==> src/rtl/adder_arbiter.sv <==
// Round-robin arbiter sharing one registered half-sum adder between NUM_REQ requesters.
// Results are tagged with the requester ID and returned in issue order through a credit-guarded FIFO.
module adder_arbiter #(
  parameter int unsigned NUM_REQ    = 4,
  parameter int unsigned FIFO_DEPTH = 4,
  localparam int unsigned ID_W      = $clog2(NUM_REQ)
) (
  input  logic                    clk,
  input  logic                    reset,
  input  logic [NUM_REQ-1:0]      req_valid,
  input  logic [NUM_REQ*32-1:0]   req_data,
  output logic [NUM_REQ-1:0]      req_ready,
  output logic [31:0]             adder_in,
  input  logic [31:0]             adder_out,
  output logic                    resp_valid,
  output logic [ID_W-1:0]         resp_id,
  output logic [15:0]             resp_sum,
  input  logic                    resp_ready,
  output logic                    busy
);

  localparam int unsigned CNT_W = $clog2(FIFO_DEPTH + 1);
  localparam int unsigned PTR_W = (FIFO_DEPTH > 1) ? $clog2(FIFO_DEPTH) : 1;
  localparam logic [CNT_W-1:0] CREDIT_MAX = CNT_W'(FIFO_DEPTH);

  logic [31:0]       ops [NUM_REQ];
  logic [ID_W-1:0]   ptr;
  logic [CNT_W-1:0]  credit;
  logic              s1_valid, s2_valid;
  logic [ID_W-1:0]   s1_id, s2_id;
  logic              gnt_found;
  logic [ID_W-1:0]   gnt_idx;
  logic [ID_W-1:0]   cand;
  logic              grant;
  logic              pop;
  logic              push;
  logic [ID_W+15:0]  push_data;

  logic [ID_W+15:0]  mem [FIFO_DEPTH];
  logic [PTR_W-1:0]  wr_ptr, rd_ptr, rd_next;
  logic [CNT_W-1:0]  count, remaining, count_next;
  logic [ID_W+15:0]  head_next;
  logic              unused_hi;

  for (genvar g = 0; g < NUM_REQ; g++) begin : g_ops
    assign ops[g] = req_data[32*g +: 32];
  end

  assign unused_hi = ^adder_out[31:16];

  function automatic logic [PTR_W-1:0] ptr_inc(input logic [PTR_W-1:0] p);
    return (p == PTR_W'(FIFO_DEPTH - 1)) ? '0 : p + 1'b1;
  endfunction

  // Rotating search: first valid requester strictly after the last grant.
  always_comb begin
    gnt_found = 1'b0;
    gnt_idx   = '0;
    cand      = '0;
    for (int unsigned k = 1; k <= NUM_REQ; k++) begin
      cand = ID_W'((32'(ptr) + k) % NUM_REQ);
      if (!gnt_found && req_valid[cand]) begin
        gnt_found = 1'b1;
        gnt_idx   = cand;
      end
    end
  end

  assign grant = gnt_found && (credit != '0) && !reset;

  always_comb begin
    req_ready = '0;
    if (grant) req_ready[gnt_idx] = 1'b1;
  end

  assign pop       = resp_valid && resp_ready;
  assign push      = s2_valid;
  assign push_data = {s2_id, adder_out[15:0]};
  assign busy      = (credit != CREDIT_MAX);

  always_ff @(posedge clk or posedge reset) begin
    if (reset) begin
      ptr      <= ID_W'(NUM_REQ - 1);
      credit   <= CREDIT_MAX;
      s1_valid <= 1'b0;
      s2_valid <= 1'b0;
      s1_id    <= '0;
      s2_id    <= '0;
      adder_in <= '0;
    end else begin
      s1_valid <= grant;
      s2_valid <= s1_valid;
      s2_id    <= s1_id;
      if (grant) begin
        ptr      <= gnt_idx;
        s1_id    <= gnt_idx;
        adder_in <= ops[gnt_idx];
      end
      if (grant && !pop)      credit <= credit - 1'b1;
      else if (!grant && pop) credit <= credit + 1'b1;
    end
  end

  // The head register is loaded with whatever will sit at the head after this edge;
  // when the FIFO drains to empty it keeps the value just popped.
  always_comb begin
    rd_next    = pop ? ptr_inc(rd_ptr) : rd_ptr;
    remaining  = count - CNT_W'(pop);
    count_next = remaining + CNT_W'(push);
    head_next  = (remaining == '0) ? push_data : mem[rd_next];
  end

  always_ff @(posedge clk) begin
    if (push) mem[wr_ptr] <= push_data;
  end

  always_ff @(posedge clk or posedge reset) begin
    if (reset) begin
      wr_ptr     <= '0;
      rd_ptr     <= '0;
      count      <= '0;
      resp_valid <= 1'b0;
      resp_id    <= '0;
      resp_sum   <= '0;
    end else begin
      if (push) wr_ptr <= ptr_inc(wr_ptr);
      rd_ptr     <= rd_next;
      count      <= count_next;
      resp_valid <= (count_next != '0);
      if (count_next != '0) {resp_id, resp_sum} <= head_next;
    end
  end

  always_ff @(posedge clk) begin
    if (!reset) begin
      assert (!(push && (count == CREDIT_MAX)))
        else $error("adder_arbiter: result pushed into full FIFO");
    end
  end

endmodule
==> config.mk <==
export PLATFORM = sky130hd
export DESIGN_NAME = adder_arbiter
export DESIGN_NICKNAME = d
export VERILOG_FILES = /design/src/rtl/adder_arbiter.sv
export SDC_FILE = /design/constraint.sdc
export NUM_CORES = 1
export LEC_CHECK = 0
export ABC_AREA = 1
export CAP_MARGIN = 5
export CORE_MARGIN = 2
export CORE_UTILIZATION = 35
export CTS_BUF_LIST = sky130_fd_sc_hd__clkbuf_4 sky130_fd_sc_hd__clkbuf_8
export CTS_CLUSTER_DIAMETER = 80
export DETAILED_ROUTE_END_ITERATION = 6
export PLACE_DENSITY = 0.67
export SYNTH_ARGS = -nofsm -noshare
export SYNTH_HDL_FRONTEND = slang
export SYNTH_SLANG_ARGS = --single-unit
==> constraint.sdc <==
create_clock -name clk -period 3.8 [get_ports clk]
set_clock_uncertainty 0.15 [all_clocks]
set_input_delay 0.57 -clock clk [delete_from_list [all_inputs] [get_ports clk]]
set_output_delay 0.57 -clock clk [all_outputs]
set_load 0.1 [all_outputs]
Fig. 1: run 1, the metal 2 layer
(2 px per µm)
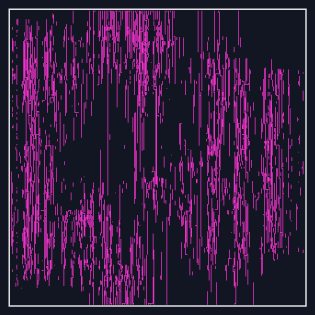
- longest straight run: 68.3 µm
- wire length on this layer: 9,950 µm
- nets with wire on the layer: 878
GRT met2 Usage: 33.35%
Vias: 6,487

Fig. 2: run 1, clock wiring as the flow saved it
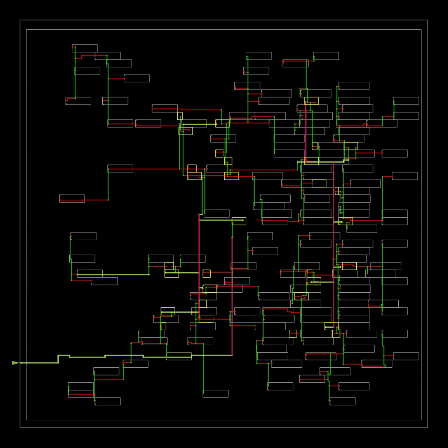
CTS Buf Count: 17
CLK BUF: 20
CTS sink cnt: 141
seq_cells: 141

Fig. 3: run 1, PDN straps and rails
(2 px per µm) Pins as bars on the die edge.
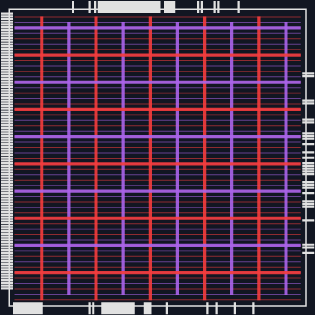
- red: VSS
- purple: VDD
- met4 straps: 10
- met1 rails: 53
- met5 straps: 10
- signal pins: 223
- rows: 52

==> flow_summary.toml, run 1 <==
# implementation run metrics
[outcome]
status = "finished, final reports clean"

[run]
warnings = 46

[logic_synthesis]
netlist_area_um2 = 7222
syn_avg_cell_area_um2 = 8.292
synthCells = 871
synth_cell_types = 33
yosys_cells = 871
synth-main-ff-cell = "edfxtp_1"
top_area_share_pct = 29.94
synthArstFlopShare_pct = 48.94
netlist_top_cells_count = "nand2_1, edfxtp_1, dfrtp_1"
synth-edff-count = 72

[critical_path]
slowest_stage = "dfstp_2"
path_cells = "inv_4, nand2_1, nand2_1, nand2_1, o21ai_1, o21ai_1, nand2_1, a21oi_4, nand2_1, nor2_1, buf_12"
path_depth = 11
critical_path_peak_fanout = 12
critPathMostFrequentCell = "nand2_1"

[cells_and_area]
top_regs = "mem: 72 flops, adder_in: 32 flops, resp_sum: 16 flops"
lay_top_cells = "nand2_1, clkdlybuf4s50_1, edfxtp_1"
layout.cells.non_filler = 1336
diodes = 0

[route]
ant_nets = 0
drtIter0Drc = 278
dr.pass1.iters = 6

[place]
port_buffers = 206
dp_cells = 1305

[global_route]
gr-total-overflow = 0
grtUsageTotal_pct = 19.07

[clock_network]
clockBufferDepth = 2
clk_latency_ns = 0.44

[timing]
grt_setup_unrepaired = "no"
fin_crit_sh_pct = 89.01
worst_pin_slew_ns = 1.022

[floorplan]
fp-row-count = 52
core_um2 = 20230
die_x_um = 147.6
run 1: final cells by class:
type	count	area [µm²]	share of cell area, %
Clock inverter	11	71.32	0.7260
Timing Repair Buffer	220	2207	22.47
Tap cell	270	337.8	3.439
Multi-Input combinational cell	647	2944	29.97
Sequential cell	141	3892	39.63
Inverter	27	107.6	1.095
Clock buffer	20	262.8	2.675
run 1: cells by family (layout without fill, tap and decap cells):
family / count (synthesis) / in the layout / share of synthesized area [%]
and+or+nand+nor: 548 / 548 / 31.50
DFF: 141 / 141 / 53.90
AOI/OAI and AO/OA: 84 / 84 / 6.601
buffers and inverters: 83 / 278 / 5.509
adders and majority gates: 11 / 11 / 2.010
xor gates and xnor gates: 4 / 4 / 0.4852
run 1: per-stage QoR:
| stage | hold slack (ns) | worst slack (ns) |
|---|---|---|
| floorplan | 0.1812 | -0.1120 |
| global placement | 0.1830 | 0.4618 |
| detailed placement | 0.1975 | 0.4405 |
| CTS | 0.2170 | 0.3441 |
| global route | 0.2255 | 0.1204 |
| finish | 0.2119 | 0.4175 |
run 1: routing by layer:
metal / part of all wire [%] / GRT usage, % / wire (µm)
met5: 0 / 0 / 0
met4: 1.6 / 5.625 / 328
met3: 6.7 / 5.648 / 1353
met2: 49 / 33.35 / 9952
met1: 42 / 22.74 / 8515
==> inputs of run 2 (changes only) <==
MAX_ROUTING_LAYER = met4   (was unset)
SLEW_MARGIN = 15   (was unset)
Fig. 4: run 2, where the registers sit
(2 px per µm) Other sequential cells in the stronger gray, the rest of the logic in the fainter gray.
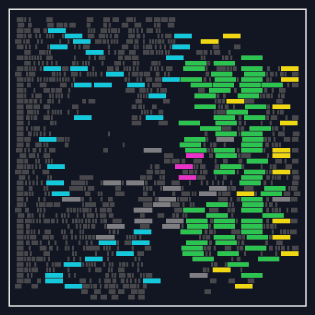
- green: `mem` (sequential cells 72)
- magenta: `count` (sequential cells 3)
- yellow: `resp_sum` (sequential cells 16)
- cyan: `adder_in` (sequential cells 32)
- not colored: 18

Fig. 5: run 2, clock wiring as the flow saved it
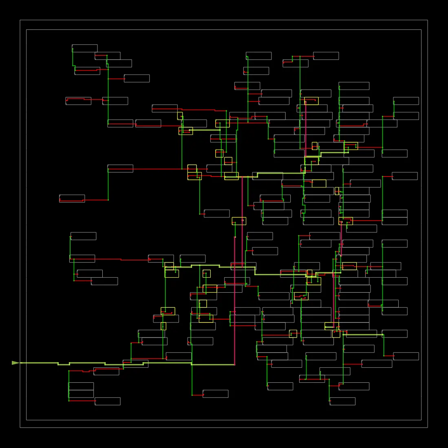
Worst-Skew Late Latency: 0.44 ns

==> run 2 against run 1 <==
Via count shrank 0.26%. Synthesized cell count is the same. Hold slack gained 0.00067 ns. Area after synthesis is the same. Core utilization is the same. Non-clock buffer count is the same. Die area is the same. First-iteration DRC count grew 9.0%.
==> flow_summary.toml, run 2 <==
# implementation run metrics
[timing]
worst_pin_slew_ns = 1.022
grt_setup_unrepaired = "no"

[run]
warnings = 46

[logic_synthesis]
syn_avg_cell_area_um2 = 8.292
synth_cell_types = 33
top_area_share_pct = 29.94
yosys_cells = 871
synthArstFlopShare_pct = 48.94
synthCells = 871

[route]
wl_met2_mm = 10.01
drtIter0Drc = 303
dr.pass1.iters = 4

[outcome]
status = "finished, final reports clean"

[floorplan]
core_um2 = 20230

[place]
port_buffers = 206

[global_route]
use_met3_pct = 5.216
use_met2_pct = 33.33
grtUsageTotal_pct = 19.68
top_usage_layer = "met2"

[clock_network]
clock-sinks = 141
clockBufferDepth = 2

[cells_and_area]
diodes = 0
==> run 2: cell counts after synthesis <==
No cell type changed its count.
==> run 2: critical path, cell delays in order, from the launching register on <==
cell and delay [ns]:
dfstp_2 0.65, inv_4 0.09, nand2_1 0.08, nand2_1 0.08, nand2_1 0.06, o21ai_1 0.09, o21ai_1 0.14, nand2_1 0.11
a21oi_4 0.32, nand2_1 0.17, nor2_1 0.22, buf_12 0.21
==> run 2: cell families (layout without fill, tap and decap cells) <==
logic type,after synthesis,after routing,share of synthesized area [%]
simple gates,548,548,31.50
flops,141,141,53.90
compound gates,84,84,6.601
buf+inv,83,278,5.509
fa+ha+maj,11,11,2.010
xor+xnor,4,4,0.4852
==> run 2: final timing paths <==
path	cells past startpoint	slack (ns)	to	from
max in group asynchronous	3	2.22	resp_sum[6]	reset
min in group asynchronous	3	0.70	s2_id[1]	reset
max reg2reg	14	0.83	credit[2]	ptr[0]
max	11	0.42	req_ready[3]	ptr[0]
min reg2reg	0	0.21	push	s1_valid
min	0	0.21	push	s1_valid
==> run 2: per-stage QoR <==
step / hold WS (ns) / setup TNS (ns) / worst slack (ns) / utilization, %
after floorplan: 0.1812 / -0.3311 / -0.1120 / -
after global placement: 0.1830 / 0 / 0.4618 / 46.90
after detailed placement: 0.1975 / 0 / 0.4405 / 46.90
after CTS: 0.2170 / 0 / 0.3441 / 48.55
after global routing: 0.2251 / 0 / 0.1145 / 48.55
final: 0.2126 / 0 / 0.4188 / 48.55
==> run 2: cell type report <==
type                       count  area, µm²
fill                        1965      10410
tap                          270      337.8
clock buffer                  20      262.8
clock inverter                11      71.32
sequential                   141       3892
inverter                      27      107.6
multi-input combinational    647       2944
timing repair buffer         220       2207
==> inputs of run 3 (changes only) <==
CORE_UTILIZATION = 49   (was 35)
PLACE_DENSITY = 0.87   (was 0.67)
Fig. 6: run 3, local utilization
(3 px per µm) 13 x 13 tiles, from black (low) to pale yellow (high), 0 to 100% covered.
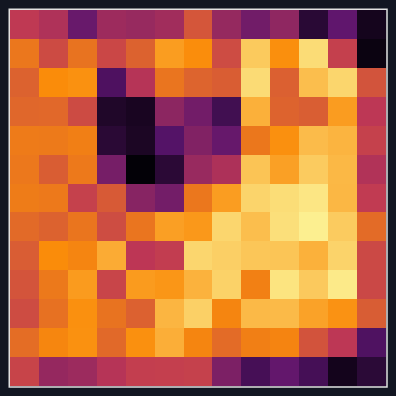
- nearly empty tiles: 0.60%
- tiles over 75% full: 33%
- fullest tile: 97%
- mean over tiles: 61%
- densest ninth of the die: east
core area: 14,480 µm²
Init Core Util: 49.88%
final core occ: 67.78%

Fig. 7: run 3, where the registers sit
(3 px per µm) Other sequential cells in the stronger gray, the rest of the logic in the fainter gray.
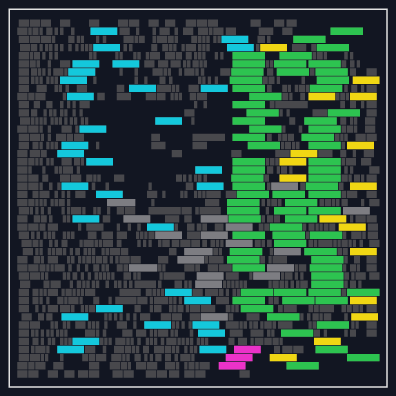
- yellow: `resp_sum` (sequential cells 16)
- green: `mem` (sequential cells 72; where a column on the right)
- magenta: `count` (sequential cells 3)
- cyan: `adder_in` (sequential cells 32)
- not colored: 18
register area: 3892 µm²

==> run 3 against run 2 <==
Via count is 3.9% higher. Final cell count down 6.2%. Critical path type unchanged. Highest routed layer unchanged.
==> flow_summary.toml, run 3 <==
# implementation run metrics
[cells_and_area]
n_fill_cell = 1151
top_regs = "mem: 72 flops, adder_in: 32 flops, resp_sum: 16 flops"
diodes = 0
layout.cells.non_filler = 1253
comb_area_um2 = 2944

[logic_synthesis]
synthCells = 871
netlist_top_cells_count = "nand2_1, edfxtp_1, dfrtp_1"
synthArstFlopShare_pct = 48.94
synth_cell_types = 33
top_area_share_pct = 29.94
yosys_cells = 871
synth-edff-count = 72
syn_avg_cell_area_um2 = 8.292
netlist_area_um2 = 7222

[place]
dp_cells = 1221
place_ws_ns = 0.4614
port_buffers = 206

[global_route]
gr-total-overflow = 0
grtUsageTotal_pct = 26.28

[floorplan]
fp-row-count = 44

[clock_network]
clockBufferDepth = 2
clk_latency_ns = 0.44
clock-sinks = 141

[outcome]
status = "finished, final reports clean"

[run]
warnings = 46

[critical_path]
critical_path_peak_fanout = 17
slowest_stage = "dfstp_2"
critPathMostFrequentCell = "nand2_1"
slowest_delay_ns = 0.65
path_delay_family = "simple AND/OR/NAND/NOR gates"

[timing]
holdWs_ns = 0.2225
setup_tns_ns = 0
grt_setup_unrepaired = "no"
setup_ws_ns = 0.3620
worst_pin_slew_ns = 1.090
fin_crit_sh_pct = 90.47

[route]
detailroute.via_count = 6725
drtIter0Drc = 454
ant_nets = 0
## run 3: cell counts after synthesis
No cell type changed its count.
## run 3: kinds of logic after synthesis
group | count (synthesis) | share of synthesized area [%]
simple gates | 548 | 31.50
flops | 141 | 53.90
compound gates | 84 | 6.601
buf+inv | 83 | 5.509
fa+ha+maj | 11 | 2.010
xor+xnor | 4 | 0.4852
## run 3: cell type report
cell class / instances / area share (%)
flip-flops and latches: 141 / 39.66
multi-input cells: 647 / 30.00
repair buffers: 222 / 22.64
clock buffers: 21 / 2.817
well taps: 184 / 2.346
clock inverters: 11 / 1.441
inverters: 27 / 1.096
## run 3: worst reg2reg max path: stages (launching register included)
cell and delay [ns]:
dfstp_2 0.65, inv_4 0.09, nand2_1 0.08, nand2_1 0.07, nand2_1 0.08, nand2_1 0.09
nor2_4 0.13, nand3_2 0.13, nand3_2 0.32, buf_4 0.50, nand2_1 0.12, nand2_1 0.12
nand2_1 0.07, nand2_1 0.08, nand2_1 0.05, nand2_1 0.06
## run 3: final timing paths
kind	startpoint	endpoint	slack (ns)	cells past startpoint
max	ptr[0]	req_ready[1]	0.36	13
min	s1_valid	push	0.22	0
max reg2reg	ptr[0]	adder_in[17]	0.93	15
min reg2reg	s1_valid	push	0.22	0
max in group asynchronous	reset	resp_sum[11]	2.25	3
min in group asynchronous	reset	s1_id[0]	0.67	3
## run 3: per-layer routing
metal / up-vias / GRT usage, % / wire, µm
li1: 3266 / - / -
met2: 307 / 44.15 / 9937
met4: 0 / 8.824 / 417
met1: 3116 / 31.36 / 8066
met3: 36 / 6.119 / 1296
met5: - / - / 0
